### Placed standard cells, run 1

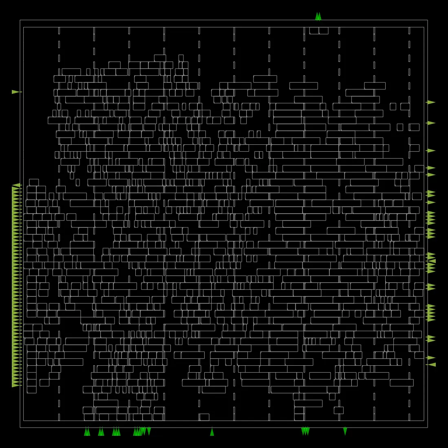
### Pin placement, run 1

Scale: 3 px per µm. Pins as bars across the die edge, other pins in grey.
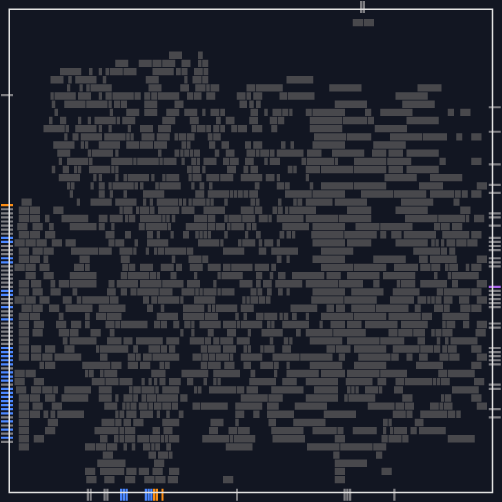
### Routed metal, one colour a layer, run 1

Scale: 1.5 px per µm. Only two layers are drawn.
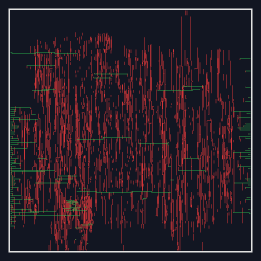
### M2 wires, run 1

Scale: 3 px per µm.
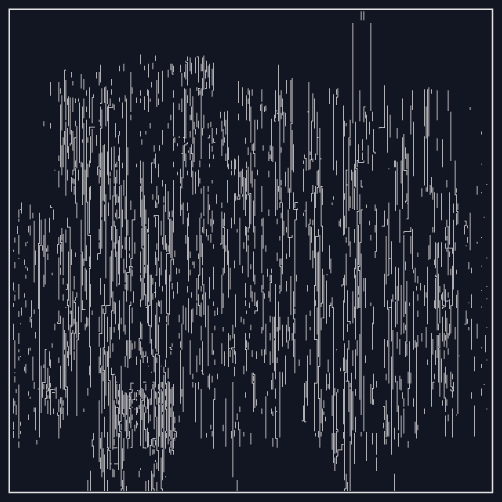
File: src/rtl/approx_mul_arbiter_pkg.sv
// Shared widths, the output FIFO entry type and the round-robin pick helper
// for the four-requester 8x8 multiplier.
package approx_mul_arbiter_pkg;

    localparam int NREQ   = 4;
    localparam int TAG_W  = 2;
    localparam int DATA_W = 8;
    localparam int PROD_W = 16;

    typedef struct packed {
        logic [TAG_W-1:0]  tag;
        logic [PROD_W-1:0] z;
        logic              approx;
    } fifo_entry_t;

    // One-hot grant of the first valid requester after 'last', wrapping mod NREQ.
    function automatic logic [NREQ-1:0] rr_pick(input logic [NREQ-1:0]  valid,
                                                input logic [TAG_W-1:0] last);
        logic [NREQ-1:0]  grant;
        logic [TAG_W-1:0] cand;
        grant = '0;
        for (int k = 1; k <= NREQ; k++) begin
            cand = last + TAG_W'(k);
            if (grant == '0 && valid[cand]) begin
                grant[cand] = 1'b1;
            end
        end
        return grant;
    endfunction

endpackage

File: src/rtl/approx_mul8_core.sv
// Combinational 8x8 multiplier: exact product, or an approximation that drops
// the two low multiplicand rows and patches them with a few OR/AND terms.
module approx_mul8_core
    import approx_mul_arbiter_pkg::*;
(
    input  logic [DATA_W-1:0] x,
    input  logic [DATA_W-1:0] y,
    input  logic              approx,
    output logic [PROD_W-1:0] z
);

    logic [PROD_W-1:0] exact;
    logic [PROD_W-1:0] trunc;
    logic [PROD_W-1:0] a_term;
    logic [PROD_W-1:0] b_term;

    // Rows 0 and 1 are y gated by x[0] and x[1]; only a few of their bits survive.
    always_comb begin
        exact     = PROD_W'(x) * PROD_W'(y);
        trunc     = (PROD_W'(x[DATA_W-1:2]) * PROD_W'(y)) << 2;
        a_term    = '0;
        a_term[6] = (y[6] & x[0]) | (y[4] & x[1]);
        a_term[7] = (y[7] & x[0]) | (y[6] & x[1]);
        a_term[8] = (y[7] & x[0]) & (y[6] & x[1]);
        b_term    = '0;
        b_term[6] = (y[5] & x[0]) | (y[5] & x[1]);
        b_term[8] = y[7] & x[1];
        z         = approx ? (trunc + a_term + b_term) : exact;
    end

endmodule

File: src/rtl/approx_mul_arbiter.sv
// Round-robin arbiter feeding a two-stage multiply pipeline and an output FIFO,
// with credit-based flow control so accepted work always has a FIFO slot.
module approx_mul_arbiter
    import approx_mul_arbiter_pkg::*;
#(
    parameter int FIFO_DEPTH = 4
) (
    input  logic                     clk,
    input  logic                     rst_n,
    input  logic [NREQ-1:0]          req_valid,
    output logic [NREQ-1:0]          req_ready,
    input  logic [NREQ*DATA_W-1:0]   req_x,
    input  logic [NREQ*DATA_W-1:0]   req_y,
    input  logic                     cfg_approx,
    output logic                     rsp_valid,
    input  logic                     rsp_ready,
    output logic [TAG_W-1:0]         rsp_tag,
    output logic [PROD_W-1:0]        rsp_z,
    output logic                     rsp_approx,
    output logic [15:0]              approx_cnt
);

    localparam int PTR_W  = $clog2(FIFO_DEPTH);
    localparam int CRED_W = PTR_W + 1;

    logic [TAG_W-1:0]  last_grant;
    logic [TAG_W-1:0]  grant_idx;
    logic [NREQ-1:0]   grant;
    logic              can_accept;
    logic              accept;
    logic              retire;
    logic [CRED_W-1:0] credit;

    logic              s1_valid;
    logic [DATA_W-1:0] s1_x;
    logic [DATA_W-1:0] s1_y;
    logic [TAG_W-1:0]  s1_tag;
    logic              s1_approx;
    logic [PROD_W-1:0] core_z;

    logic              s2_valid;
    fifo_entry_t       s2_entry;

    fifo_entry_t       fifo_mem [FIFO_DEPTH];
    logic [PTR_W:0]    wr_ptr;
    logic [PTR_W:0]    rd_ptr;
    fifo_entry_t       head;

    // Ready depends only on req_valid, the grant pointer and the credit count.
    always_comb begin
        grant     = rr_pick(req_valid, last_grant);
        grant_idx = last_grant;
        for (int i = 0; i < NREQ; i++) begin
            if (grant[i]) begin
                grant_idx = TAG_W'(i);
            end
        end
        can_accept = rst_n && (credit < CRED_W'(FIFO_DEPTH));
        req_ready  = can_accept ? grant : '0;
        accept     = |req_ready;
        retire     = rsp_valid & rsp_ready;
    end

    always_ff @(posedge clk or negedge rst_n) begin
        if (!rst_n) begin
            last_grant <= TAG_W'(NREQ - 1);
            credit     <= '0;
        end else begin
            if (accept) begin
                last_grant <= grant_idx;
            end
            if (accept && !retire) begin
                credit <= credit + 1'b1;
            end else if (!accept && retire) begin
                credit <= credit - 1'b1;
            end
        end
    end

    always_ff @(posedge clk or negedge rst_n) begin
        if (!rst_n) begin
            s1_valid  <= 1'b0;
            s1_x      <= '0;
            s1_y      <= '0;
            s1_tag    <= '0;
            s1_approx <= 1'b0;
            s2_valid  <= 1'b0;
            s2_entry  <= '0;
        end else begin
            s1_valid <= accept;
            if (accept) begin
                s1_x      <= req_x[grant_idx*DATA_W +: DATA_W];
                s1_y      <= req_y[grant_idx*DATA_W +: DATA_W];
                s1_tag    <= grant_idx;
                s1_approx <= cfg_approx;
            end
            s2_valid <= s1_valid;
            if (s1_valid) begin
                s2_entry.tag    <= s1_tag;
                s2_entry.z      <= core_z;
                s2_entry.approx <= s1_approx;
            end
        end
    end

    approx_mul8_core u_core (
        .x      (s1_x),
        .y      (s1_y),
        .approx (s1_approx),
        .z      (core_z)
    );

    // Credit guarantees a free slot, so S2 never has to stall on the FIFO.
    always_ff @(posedge clk) begin
        if (s2_valid) begin
            fifo_mem[wr_ptr[PTR_W-1:0]] <= s2_entry;
        end
    end

    always_ff @(posedge clk or negedge rst_n) begin
        if (!rst_n) begin
            wr_ptr     <= '0;
            rd_ptr     <= '0;
            approx_cnt <= '0;
        end else begin
            if (s2_valid) begin
                wr_ptr <= wr_ptr + 1'b1;
            end
            if (retire) begin
                rd_ptr <= rd_ptr + 1'b1;
                if (rsp_approx && approx_cnt != 16'hFFFF) begin
                    approx_cnt <= approx_cnt + 16'd1;
                end
            end
        end
    end

    always_comb begin
        head       = fifo_mem[rd_ptr[PTR_W-1:0]];
        rsp_valid  = (wr_ptr != rd_ptr);
        rsp_tag    = rsp_valid ? head.tag    : '0;
        rsp_z      = rsp_valid ? head.z      : '0;
        rsp_approx = rsp_valid ? head.approx : 1'b0;
    end

endmodule

File: config.mk
export PLATFORM = sky130hd
export DESIGN_NAME = approx_mul_arbiter
export DESIGN_NICKNAME = d
export VERILOG_FILES = /design/src/rtl/approx_mul_arbiter_pkg.sv /design/src/rtl/approx_mul8_core.sv /design/src/rtl/approx_mul_arbiter.sv
export SDC_FILE = /design/constraint.sdc
export NUM_CORES = 1
export LEC_CHECK = 0
export CORE_UTILIZATION = 40
export CTS_BUF_LIST = sky130_fd_sc_hd__clkbuf_4 sky130_fd_sc_hd__clkbuf_8
export DETAILED_ROUTE_END_ITERATION = 8
export PLACE_DENSITY_LB_ADDON = 0.25
export SLEW_MARGIN = 5
export SYNTH_ARGS = -nofsm -noshare
export SYNTH_HDL_FRONTEND = slang
export SYNTH_SLANG_ARGS = --single-unit
File: constraint.sdc
create_clock -name clk -period 8.1 [get_ports clk]
set_input_delay 2.43 -clock clk [delete_from_list [all_inputs] [get_ports clk]]
set_output_delay 2.43 -clock clk [all_outputs]
set_load 0.02 [all_outputs]
==> results.ini, run 1 <==
[status]
status=complete, no violations

[clock_tree]
path_clk_slew_ns=0.08
root_buffer=clkbuf_8
ctsLongestPathBuffers=2
clkLatencyLatePin_ns=0.44
post_cts_buffers=0

[synth]
synthDominantCellAreaShare_pct=22.7
ys.flops=143
topCellsByArea=edfxtp_1 23%, dfrtp_1 16%, fa_1 12%, ha_1 9.8%, mux4_2 4.7%
ys_warn_count=0
yosysChipArea_um2=10100

[sta]
finalCriticalPeriod_ns=7.95
rsz0062_at_grt=false
totalNegativeSetupSlack_ns=0
setup_ws_ns=0.149
setup_viol=0
hold_violations=0

[layout]
seq_share_pct=33.3
stdcell_area_um2=11900
drive_above_1_share_pct=9.04
nonClkBufAreaFrac_pct=9.80
lay_top_count=inv_1
inv_count=121
nClkBuffers=18

[worst_setup_path]
critPathArrivalTime_ns=5.52
end_kind=primary output
r2r_start=s1_x[7]
crit_required_ns=5.67
crit_start=req_valid[2]
slowest_stage=mux4_2

[detailed_routing]
drc=0
drt_iter0_drc=468

[placement]
dp_cells=1299
place_hpwl_mm=15.8

[floorplan]
coreArea_um2=24500
chip_area_um2=25800

[job]
warnings=38

Notes on 'Placed standard cells' above:
n_taps: 324
fillcell total: 2249
fin util: 48.6%
row cnt: 57

Notes on 'Pin placement' above:
- `rsp_approx`: purple (pins 1; direction output; edge right)
- `req_ready`: orange (pins 4; direction output; edge 3 bottom, 1 left)
- `req_y`: blue (pins 32; direction input; edge 26 left, 6 bottom)
IO buf count: 111
die width: 161 µm
Die H: 161 µm

Notes on 'Routed metal, one colour a layer' above:
- met2: red (wire length 9660 µm)
- met3: green (wire length 957 µm)
wire per inst: 15.5 µm
WL final: 20.7 mm
Vias: 6687
gr usage total: 17.1%

Notes on 'M2 wires' above:
- main direction: vertical
- wire length on this layer: 9660 µm
- nets with wire on the layer: 942
- share of all routed wire: 47%
met2 usage: 28.1%

-- run 1: synth_stat cells (3+ instances only) --
| cell type | count |
|---|---|
| a21oi_1 | 40 |
| a222oi_1 | 11 |
| o21ai_0 | 18 |
| edfxtp_1 | 76 |
| a31o_2 | 5 |
| nor3_1 | 5 |
| dfrtp_1 | 65 |
| mux2_2 | 4 |
| nor2_1 | 39 |
| mux2i_1 | 23 |
| a21bo_2 | 3 |
| a21o_1 | 7 |
| xnor2_1 | 32 |
| o21ai_1 | 17 |
| nand2b_1 | 4 |
| or2_2 | 6 |
| nand2_1 | 51 |
| and2_1 | 49 |
| buf_6 | 4 |
| clkbuf_1 | 19 |
| buf_1 | 3 |
| mux4_2 | 21 |
| and3_1 | 6 |
| inv_1 | 120 |
| ha_1 | 79 |
| o211ai_1 | 3 |
| a41oi_1 | 3 |
| o21a_1 | 4 |
| fa_1 | 58 |
| xor2_1 | 19 |
| a22o_1 | 5 |
| nor2b_1 | 25 |
| a21boi_0 | 3 |
| nand4_1 | 4 |
| nand3_1 | 6 |
-- run 1: worst min-delay path by stage --
| stage | start | to | slack, ns |
|---|---|---|---|
| after floorplan | s1_valid | s2_valid | 0.35 |
| after global placement | credit[2] | credit[2] | 0.45 |
| after detailed placement | credit[2] | credit[2] | 0.45 |
| after CTS | credit[2] | credit[2] | 0.47 |
| after global routing | credit[2] | credit[2] | 0.50 |
| final | credit[2] | credit[2] | 0.46 |
-- run 1: per-layer routing --
| layer | GRT usage (%) | up-vias | wire (µm) |
|---|---|---|---|
| met5 | 0 | - | 0 |
| met4 | 4.59 | 0 | 271 |
| met3 | 3.56 | 19 | 956 |
| met2 | 28.1 | 162 | 9660 |
| met1 | 22.8 | 3234 | 9790 |
| li1 | - | 3272 | - |
-- run 1: worst reg2reg max path, cell delays in order (launching register included) --
cell and delay (ns):
dfrtp_1 0.66, nand2_1 0.19, xnor2_1 0.18, ha_1 0.28
inv_1 0.05, fa_1 0.50, fa_1 0.55, inv_1 0.04
ha_1 0.32, a21o_1 0.21, xnor2_1 0.14, fa_1 0.48
inv_1 0.07, ha_1 0.30, a21o_1 0.16, a21oi_1 0.22
and3b_1 0.24, xor2_1 0.14, mux2i_1 0.19, a21oi_1 0.09
-- run 1: flip-flops by register name, summed over array words and instances, names as in the netlist --
name / flops
fifo_mem: 76
s2_entry: 19
approx_cnt: 16
s1_x: 8
s1_y: 8
credit: 3
rd_ptr: 3
wr_ptr: 3
last_grant: 2
s1_tag: 2
s1_approx: 1
s1_valid: 1
s2_valid: 1
-- run 1: cell families after synthesis --
kind of cell    Yosys count  share of synthesized area [%]
compound gates          148                           10.3
buf+inv                 150                           6.13
simple gates            207                           10.7
flops                   143                           39.4
fa+ha+maj               137                           21.4
xor+xnor                 51                           4.44
mux                      49                           7.70
-- run 1: report_power, final --
part           internal (µW)  total, µW  switching (µW)
clock network            318        603             285
registers               1030       1300             271
logic                   1630       3580            1950
### Port wiring, run 1

Scale: 1.5 px per µm.
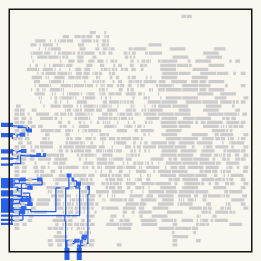

--- run 2 (diff from run 1) ---
CELL_PAD_IN_SITES_DETAIL_PLACEMENT = 1   (was unset)
CELL_PAD_IN_SITES_GLOBAL_PLACEMENT = 1   (was unset)
SKIP_LAST_GASP = 1   (was unset)
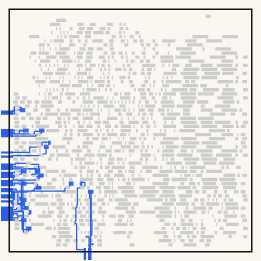
*Port wiring, run 2*
Scale: 1.5 px per µm.
- `req_y`: blue (bits 32; direction input; end cells 19; buffers 32; wire 634 µm)
# IOs: 112

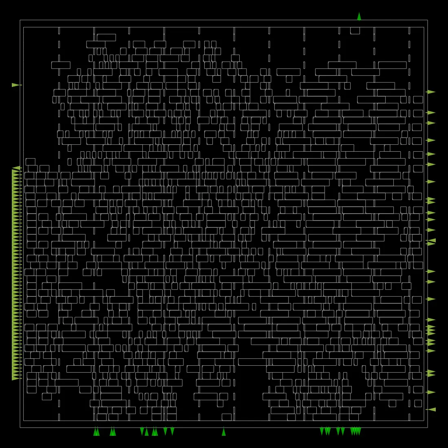
*Placed standard cells, run 2*
Non-Filler Instances: 1330
fin util: 48.5%
Core Box Area: 24500 µm²
Flops: 143
flop share of the area: 33.4%

==> run 2 against run 1 <==
  * Worst setup slack got worse by 0.0012 ns
  * Synthesized cell count did not move
  * Utilization decreased by 0.15 points
  * Wire length is 12% higher
  * Critical path depth is the same
  * Fmax about the same
  * Critical endpoint is now req_ready[3]
==> results.ini, run 2 <==
[status]
status=complete, no violations

[sta]
totalNegativeSetupSlack_ns=0
hold_violations=0
rsz0062_at_grt=false

[clock_tree]
ctsLongestPathBuffers=2
root_buffer=clkbuf_8
post_cts_buffers=0

[layout]
stdcell_area_um2=11900
largest_reg_flops=76
nFillCells=2665

[synth]
yosysChipArea_um2=10100
ys_warn_count=0
ys.flops=143
common_cells=120 x inv_1, 79 x ha_1, 76 x edfxtp_1
topCellsByArea=edfxtp_1 23%, dfrtp_1 16%, fa_1 12%, ha_1 9.8%, mux4_2 4.7%
top_cell=inv_1

[worst_setup_path]
end_kind=primary output
critPathArrivalTime_ns=5.52
crit_required_ns=5.67
r2r_start=s1_x[7]

[floorplan]
die_h_um=161
die_w_um=161
chip_area_um2=25800

[detailed_routing]
vias=6858
wl_per_cell_um=17.5
drt_iter0_drc=308
drc=0

[hold_path]
hold_path_end=credit[2]

[placement]
dp_cells=1298
place_hpwl_mm=18.1

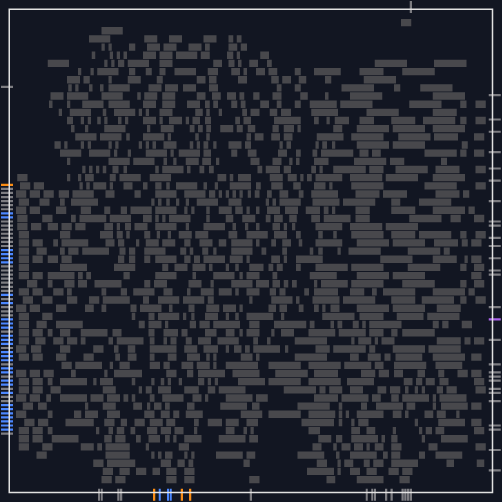
*Pin placement, run 2*
Scale: 3 px per µm. Pins as bars across the die edge, other pins in grey.
- `req_y`: blue (pins 32; direction input; edge 29 left, 3 bottom)
- `rsp_approx`: purple (pins 1; direction output; edge right)
- `req_ready`: orange (pins 4; direction output; edge 3 bottom, 1 left)

-- run 2: cell counts after synthesis --
No cell type changed its count.
-- run 2: how the worst max path moves through the flow --
stage / from / endpoint / cells past startpoint
2_1_floorplan: req_valid[2] / req_ready[3] / 7
3_3_place_gp: req_valid[2] / req_ready[3] / 8
3_5_place_dp: req_valid[2] / req_ready[3] / 8
4_1_cts: req_valid[2] / req_ready[3] / 8
5_1_grt: req_valid[2] / req_ready[3] / 8
6_report: req_valid[2] / req_ready[3] / 8
-- run 2: area by class of cell --
type                    instances  share of cell area, %
clock buffers                  18                   2.09
clock inverters                14                   1.22
inverters                     121                   3.83
multi-input cells             592                   46.3
flip-flops and latches        143                   33.4
well taps                     324                   3.42
repair buffers                118                   9.79
-- run 2: per-layer routing --
layer / up-vias / global-route usage (%) / part of all wire (%)
met2: 152 / 32.7 / 48
met1: 3421 / 25.1 / 47
met5: - / 0 / 0
met4: 0 / 3.77 / 0.89
li1: 3269 / - / -
met3: 16 / 4.00 / 4.3
-- run 2: report_power, final --
group	leakage, µW	switching (µW)	internal [µW]
combinational	0.00354	2020	1640
sequential	0.00151	285	1020
clock	0.000205	318	262
-- run 2: cell families after synthesis --
| logic type | synth area share (%) |
|---|---|
| compound gates | 10.3 |
| xor+xnor | 4.44 |
| fa+ha+maj | 21.4 |
| buf+inv | 6.13 |
| flops | 39.4 |
| mux | 7.70 |
| simple gates | 10.7 |
-- run 2: worst max-delay path, delay by kind of cell --
kind / cells / cell delay (ns)
multiplexers: 1 / 0.62
AND/OR/NAND/NOR: 1 / 0.27
buffers and inverters: 2 / 1.12
AND-OR/OR-AND: 4 / 1.08
-- run 2: stage by stage --
stage	power [µW]	setup slack [ns]
after floorplan	3990	1.39
after global placement	4890	0.202
after detailed placement	5010	0.169
after CTS	5630	0.151
after global routing	6130	0.0105
final	5550	0.148
Power figures rest on the tool's default switching activity, not on a simulated workload.
